Run 1, cell sizes after repair:
(8 px per µm)
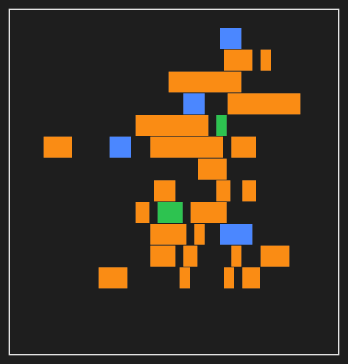
Run 1, M2 wires:
(12 px per µm)
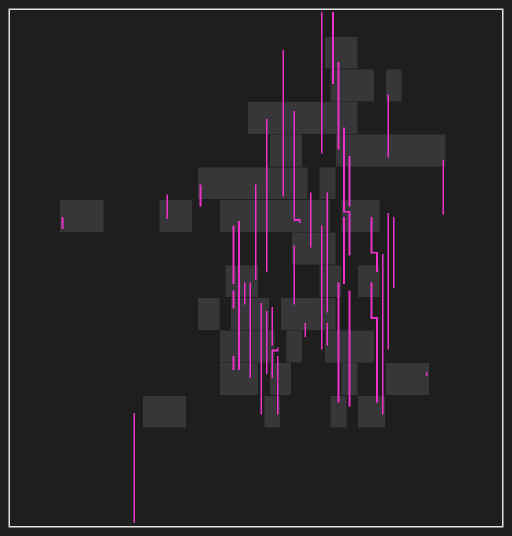
Run 1, routing congestion:
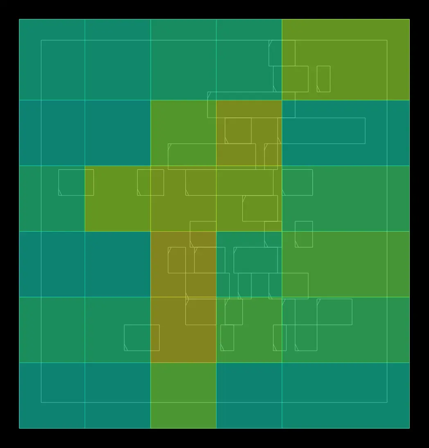
Run 1, close-up of the layout:
Window x 16 to 41, y 0 to 25 µm. Cells in gray, sequential cells in the stronger gray; small squares are vias.
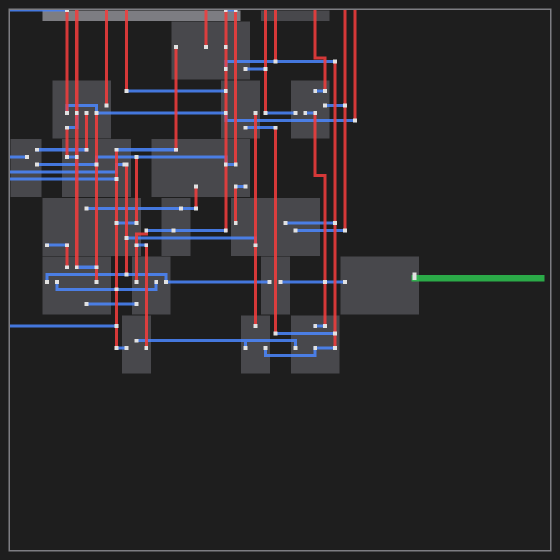
==> config.mk <==
export PLATFORM = sky130hd
export DESIGN_NAME = dwell_counter
export DESIGN_NICKNAME = d
export VERILOG_FILES = /design/src/rtl/dwell_counter.sv
export SDC_FILE = /design/constraint.sdc
export NUM_CORES = 1
export LEC_CHECK = 0
export ABC_CLOCK_PERIOD_IN_PS = 2200
export CELL_PAD_IN_SITES_DETAIL_PLACEMENT = 1
export CELL_PAD_IN_SITES_GLOBAL_PLACEMENT = 1
export CORE_AREA = 2 2 39 41
export DETAILED_ROUTE_END_ITERATION = 7
export DIE_AREA = 0 0 41 43
export PLACE_DENSITY_LB_ADDON = 0.1
export RECOVER_POWER = 25
export SKIP_LAST_GASP = 1
export SYNTH_ARGS = -nofsm -noshare
export SYNTH_HDL_FRONTEND = slang
export SYNTH_SLANG_ARGS = --single-unit
==> constraint.sdc <==
create_clock -name clk -period 2.2 [get_ports clk]
set_clock_uncertainty 0.05 [all_clocks]
set_input_delay 0.22 -clock clk [delete_from_list [all_inputs] [get_ports clk]]
set_output_delay 0.22 -clock clk [all_outputs]
set_load 0.005 [all_outputs]
==> results.yml, run 1 <==
# synthesis and place-and-route metrics
cts:
  cts_tree: "yes"
  hold_buffers: 0
  cts_resized: 0
  clk_latency_ns: 0.23
  clk_pin_slew_ns: 0.04
  cts_setup_buffers: 0
  clkSinkCount: 4
  cts_made_buffers: 3
  clockBufferDepth: 2
power:
  ir_drop_uv: 196
  leakagePower_uw: 0.000139
  top_power_group: "clock"
  comb_power_share: 0.139
  swShare: 0.225
  clockPowerShare: 0.441
  finalPower_uw: 200
  powerComb_uw: 27.8
  seqPwrFrac: 0.420
  power-per-cell-area_nw_per_um2: 641
  p_int_uw: 155
  switchingPower_uw: 44.9
  pg_clk_uw: 88.2
synth:
  synth-edff-count: 0
  yosys_area_um2: 229
  simple_gate_area_frac: 0.230
  ys_sh_adder: 0.109
  yosysTopAreaCellShare: 0.437
  syn-num-nets: 29
  ys_types: 14
  numSynthFlops: 4
  ys_sh_mux: 0
  area_leaders: "dfrtp_1 (44%), ha_1 (11%), inv_1 (6.6%), or3b_4 (4.9%), a21oi_1 (4.4%)"
  netlist_area_um2: 229
  ys_seq_share: 0.437
  avgSynthCellArea_um2: 9.96
  top_area_cell: "dfrtp_1"
  common_cells: "dfrtp_1 (4), inv_1 (4), a21oi_1 (2), ha_1 (2), nand2_1 (2)"
  synth.logic.top_family: "simple AND/OR/NAND/NOR gates"
  ys_sh_aoi: 0.158
  ys_sh_xor: 0
  synth-cells-yosys: 23
  synth_top_flop_cell: "dfrtp_1"
  synthArstFlopShare: 1.00
  yosysWarnings: 0
  synthCells: 23
floorplan:
  io_pins: 5
  die_w_um: 41
  rows: 14
  fp_util: 0.165
  dieArea_um2: 1760
  die_h_um: 43
  n_tap_cell: 16
worst_setup_path:
  cpLargestDelayFamily: "buffers and inverters"
  endpoint_kind: "output pin"
  arrival_ns: 1.82
  critPathKind: "reg2out"
  worstPathMaxFanout: 5
  slowest_delay_ns: 0.50
  regToRegSetupSlack_ns: 0.63
  startpoint_type: "flop"
  path_depth: 5
  critical_path_buf_inv_count: 3
drt:
  drtIter0Drc: 1
  route.met3.wl_um: 19
  wl_met2_um: 261
  highest_layer: "met3"
  dr.pass1.iters: 2
  wirelength_met1_um: 184
  ant_nets: 0
global_routing:
  antenna_found_initial: 0
  grt_max_degree: 7
  use_met2: 0.106
  track_usage: 0.0695
  grt_pass1_wl_um: 786
  grt_pass1_vias: 211
  overflow: 0
finish:
  inverters: 4
  final_cells: 46
  fillCellCount: 166
  nets: 38
  seq_area_frac: 0.321
  largest_cell_class: "logic gates"
  fin_util: 0.225
  final_common_cell: "dfrtp_1"
  clk_share: 0.0723
  buf_share: 0.129
  logic_area_um2: 114
  logic_gate_count: 15
  drive_gt1_frac: 0.200
  lay_top_cells: "dfrtp_1 (4), inv_1 (3), clkbuf_4 (3), clkdlybuf4s50_1 (3)"
  comb_area_share: 0.365
  flop_area_um2: 100
final_timing:
  period_needed_ns: 2.09
  period_used_share: 0.949
  drv_slew: 0
  fin_setup_tns_ns: 0
  setup_viol: 0
  timing.final.hold_violations: 0
  rsz0062_at_grt: "false"
  holdWs_ns: 0.252
  slew_headroom: 0.839
  worstMarginPinSlew_ns: 0.240
  fmax_ghz: 0.479
placement:
  gp_congestion: 0.602
  place_inst: 43
  hpwl_um: 396
  dpl_worst_slack_ns: 0.305
  place_area_um2: 289
status:
  outcome: "finished clean"
flow_run:
  max-cap-violations: 0
min_path:
  holdCritPathClass: "in2async"
## Picture notes: 'cell sizes after repair'
[blue] drive 3 to 4 | cells: 4 | most used: clkbuf_4
[green] drive 2 | cells: 2
[orange] drive 1 or less | cells: 24 | most used: dfrtp_1
bufs w/o clock: 4
final instance area: 312 µm²
Area growth, synth to finish: 36.1%
Final WS setup: 0.112 ns

## Picture notes: 'M2 wires'
main direction: vertical
wire length on this layer: 261 µm
share of all routed wire: 56%
longest straight run: 13.3 µm
Vias: 188
WL final: 464 µm

## Picture notes: 'routing congestion'
routed len/inst: 10.1 µm
grt peak-use layer: met2
M1 GR Usage: 0.0649
M3 GR Usage: 0.0314

## Picture notes: 'close-up of the layout'
[red] met2
[green] met3
[blue] met1
cells with their middle in the window: 17
sequential cells in the window: 0

## Run 2: what changed since run 1
--- a/config.mk
+++ b/config.mk
@@ -5,7 +5,6 @@
 export SDC_FILE = /design/constraint.sdc
 export NUM_CORES = 1
 export LEC_CHECK = 0
-export ABC_CLOCK_PERIOD_IN_PS = 2200
 export CELL_PAD_IN_SITES_DETAIL_PLACEMENT = 1
 export CELL_PAD_IN_SITES_GLOBAL_PLACEMENT = 1
 export CORE_AREA = 2 2 39 41
==> constraint.sdc (replaced) <==
create_clock -name clk -period 2.55 [get_ports clk]
set_clock_uncertainty 0.05 [all_clocks]
set_input_delay 0.255 -clock clk [delete_from_list [all_inputs] [get_ports clk]]
set_output_delay 0.255 -clock clk [all_outputs]
set_load 0.005 [all_outputs]
Run 2, routing congestion:
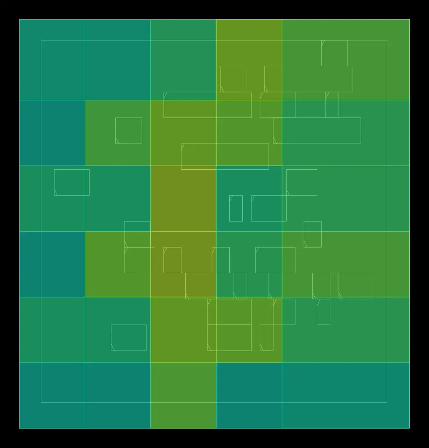
GRT Util Overall: 0.0704
M2 GR Usage: 0.116
M3 GR Usage: 0.0471

==> run 2 against run 1 <==
Clock-buffer cell count unchanged. Sequential share of layout area unchanged. Critical path depth unchanged. Flip-flop count unchanged. Combinational power down 14%. Largest cell class unchanged.
==> results.yml, run 2 <==
# synthesis and place-and-route metrics
synth:
  yosysWarnings: 0
  ys_seq_share: 0.437
  netlist_area_um2: 229
  synthArstFlopShare: 1.00
  yosys_area_um2: 229
  synth.logic.top_family: "simple AND/OR/NAND/NOR gates"
  synth_top_flop_cell: "dfrtp_1"
  numSynthFlops: 4
  synth-edff-count: 0
  yosysTopAreaCellShare: 0.437
  synthCells: 23
  ys_types: 14
  simple_gate_area_frac: 0.230
  synth-cells-yosys: 23
  ys_sh_adder: 0.109
  top_area_cell: "dfrtp_1"
  common_cells: "dfrtp_1 (4), inv_1 (4), a21oi_1 (2), ha_1 (2), nand2_1 (2)"
  syn-num-nets: 29
  ys_sh_aoi: 0.158
  ys_sh_xor: 0
  ys_sh_mux: 0
  area_leaders: "dfrtp_1 (44%), ha_1 (11%), inv_1 (6.6%), or3b_4 (4.9%), a21oi_1 (4.4%)"
  avgSynthCellArea_um2: 9.96
final_timing:
  rsz0062_at_grt: "false"
  setup_viol: 0
  worstMarginPinSlew_ns: 0.229
  drv_slew: 0
  period_needed_ns: 2.18
  slew_headroom: 0.846
  fin_ws_ns: 0.371
  holdWs_ns: 0.296
  timing.final.hold_violations: 0
  fmax_ghz: 0.459
  fin_setup_tns_ns: 0
  period_used_share: 0.854
cts:
  cts_tree: "yes"
  clk_pin_slew_ns: 0.04
  cts_setup_buffers: 0
  cts_resized: 0
  clk_latency_ns: 0.23
  cts_root_buffer: "clkbuf_4"
  clockBufferDepth: 2
  cts_made_buffers: 3
  h-tree-depth: 1
  hold_buffers: 0
  clkSinkCount: 4
floorplan:
  n_tap_cell: 16
  die_h_um: 43
  dieArea_um2: 1760
  io_pins: 5
  core_um2: 1380
  die_w_um: 41
  fp_util: 0.165
  rows: 14
power:
  pg_clk_uw: 77.2
  ir_drop_uv: 173
  seq-power_uw: 72.2
  powerComb_uw: 24.0
  switchingPower_uw: 39.9
  p_int_uw: 134
  power-per-cell-area_nw_per_um2: 557
  comb_power_share: 0.139
  finalPower_uw: 174
  leakagePower_uw: 0.000140
  seqPwrFrac: 0.416
  clockPowerShare: 0.445
  top_power_group: "clock"
  swShare: 0.230
min_path:
  holdCritPathClass: "in2async"
finish:
  inverters: 4
  drive_gt1_frac: 0.167
  stdcell_area_um2: 312
  final_cells: 46
  buf_share: 0.129
  logic_gate_count: 15
  clk_share: 0.0723
  fin_util: 0.225
  area_delta_synth_final_pct: 36.1
  buffers_excl_clock: 4
  largest_cell_class: "logic gates"
  largest_reg_flops: 4
  logic_area_um2: 114
  comb_area_share: 0.365
  fillCellCount: 170
  seq_area_frac: 0.321
  nets: 38
  flops: 4
  lay_top_cells: "inv_1 (4), dfrtp_1 (4), clkbuf_4 (3), clkdlybuf4s50_1 (3)"
  diodes: 0
  flop_area_um2: 100
  clkbuf_count: 3
worst_setup_path:
  worstPathMaxFanout: 5
  endpoint_kind: "output pin"
  slowest_delay_ns: 0.50
  startpoint_type: "flop"
  critPathKind: "reg2out"
  regToRegSetupSlack_ns: 0.92
  worst_path_max_delay_cell: "clkdlybuf4s50_1"
  critPathMostFrequentCell: "inv_1"
  path_depth: 5
  worstPathCellList: "inv_1, ha_1, or3b_4, inv_1, clkdlybuf4s50_1"
  arrival_ns: 1.87
  cpLargestDelayFamily: "buffers and inverters"
  worst-endpoint-required_ns: 2.25
  critical_path_buf_inv_count: 3
  rr_worst_depth: 6
flow_run:
  warning_count: 27
  max-cap-violations: 0
global_routing:
  grt_pass1_wl_um: 800
  grtUsageMet1: 0.0677
  antenna_found_initial: 0
  grt_busiest_layer: "met2"
  grt_max_degree: 7
  grt_pass1_vias: 210
  overflow: 0
drt:
  vias_per_cell: 4.24
  dr.pass1.iters: 4
  route.met3.wl_um: 21
  drc: 0
  wl_met2_um: 264
  ant_nets: 0
  routed_wire_length_per_instance_um: 10.6
  vias: 195
  highest_layer: "met3"
  drtIter0Drc: 3
  drt_wl_total_um: 489
  wirelength_met1_um: 203
placement:
  place_area_um2: 289
  gp_congestion: 0.616
  portBuffers: 4
  dpl_worst_slack_ns: 0.603
  place_inst: 43
status:
  outcome: "finished clean"
Run 2, close-up of the layout:
Window x 16 to 41, y 0 to 25 µm. Cells in gray, sequential cells in the stronger gray; small squares are vias.
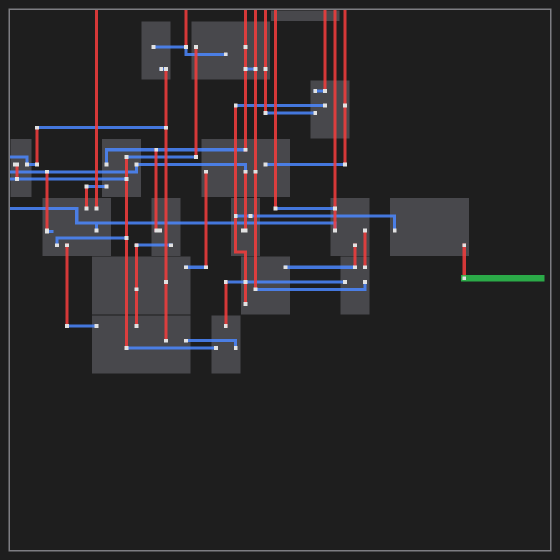
[blue] met1
[green] met3
[red] met2
cells with their middle in the window: 16
most frequent: inv_1 (3)
sequential cells in the window: 0

No activity file was given, so power comes from the tool's default toggle rates.
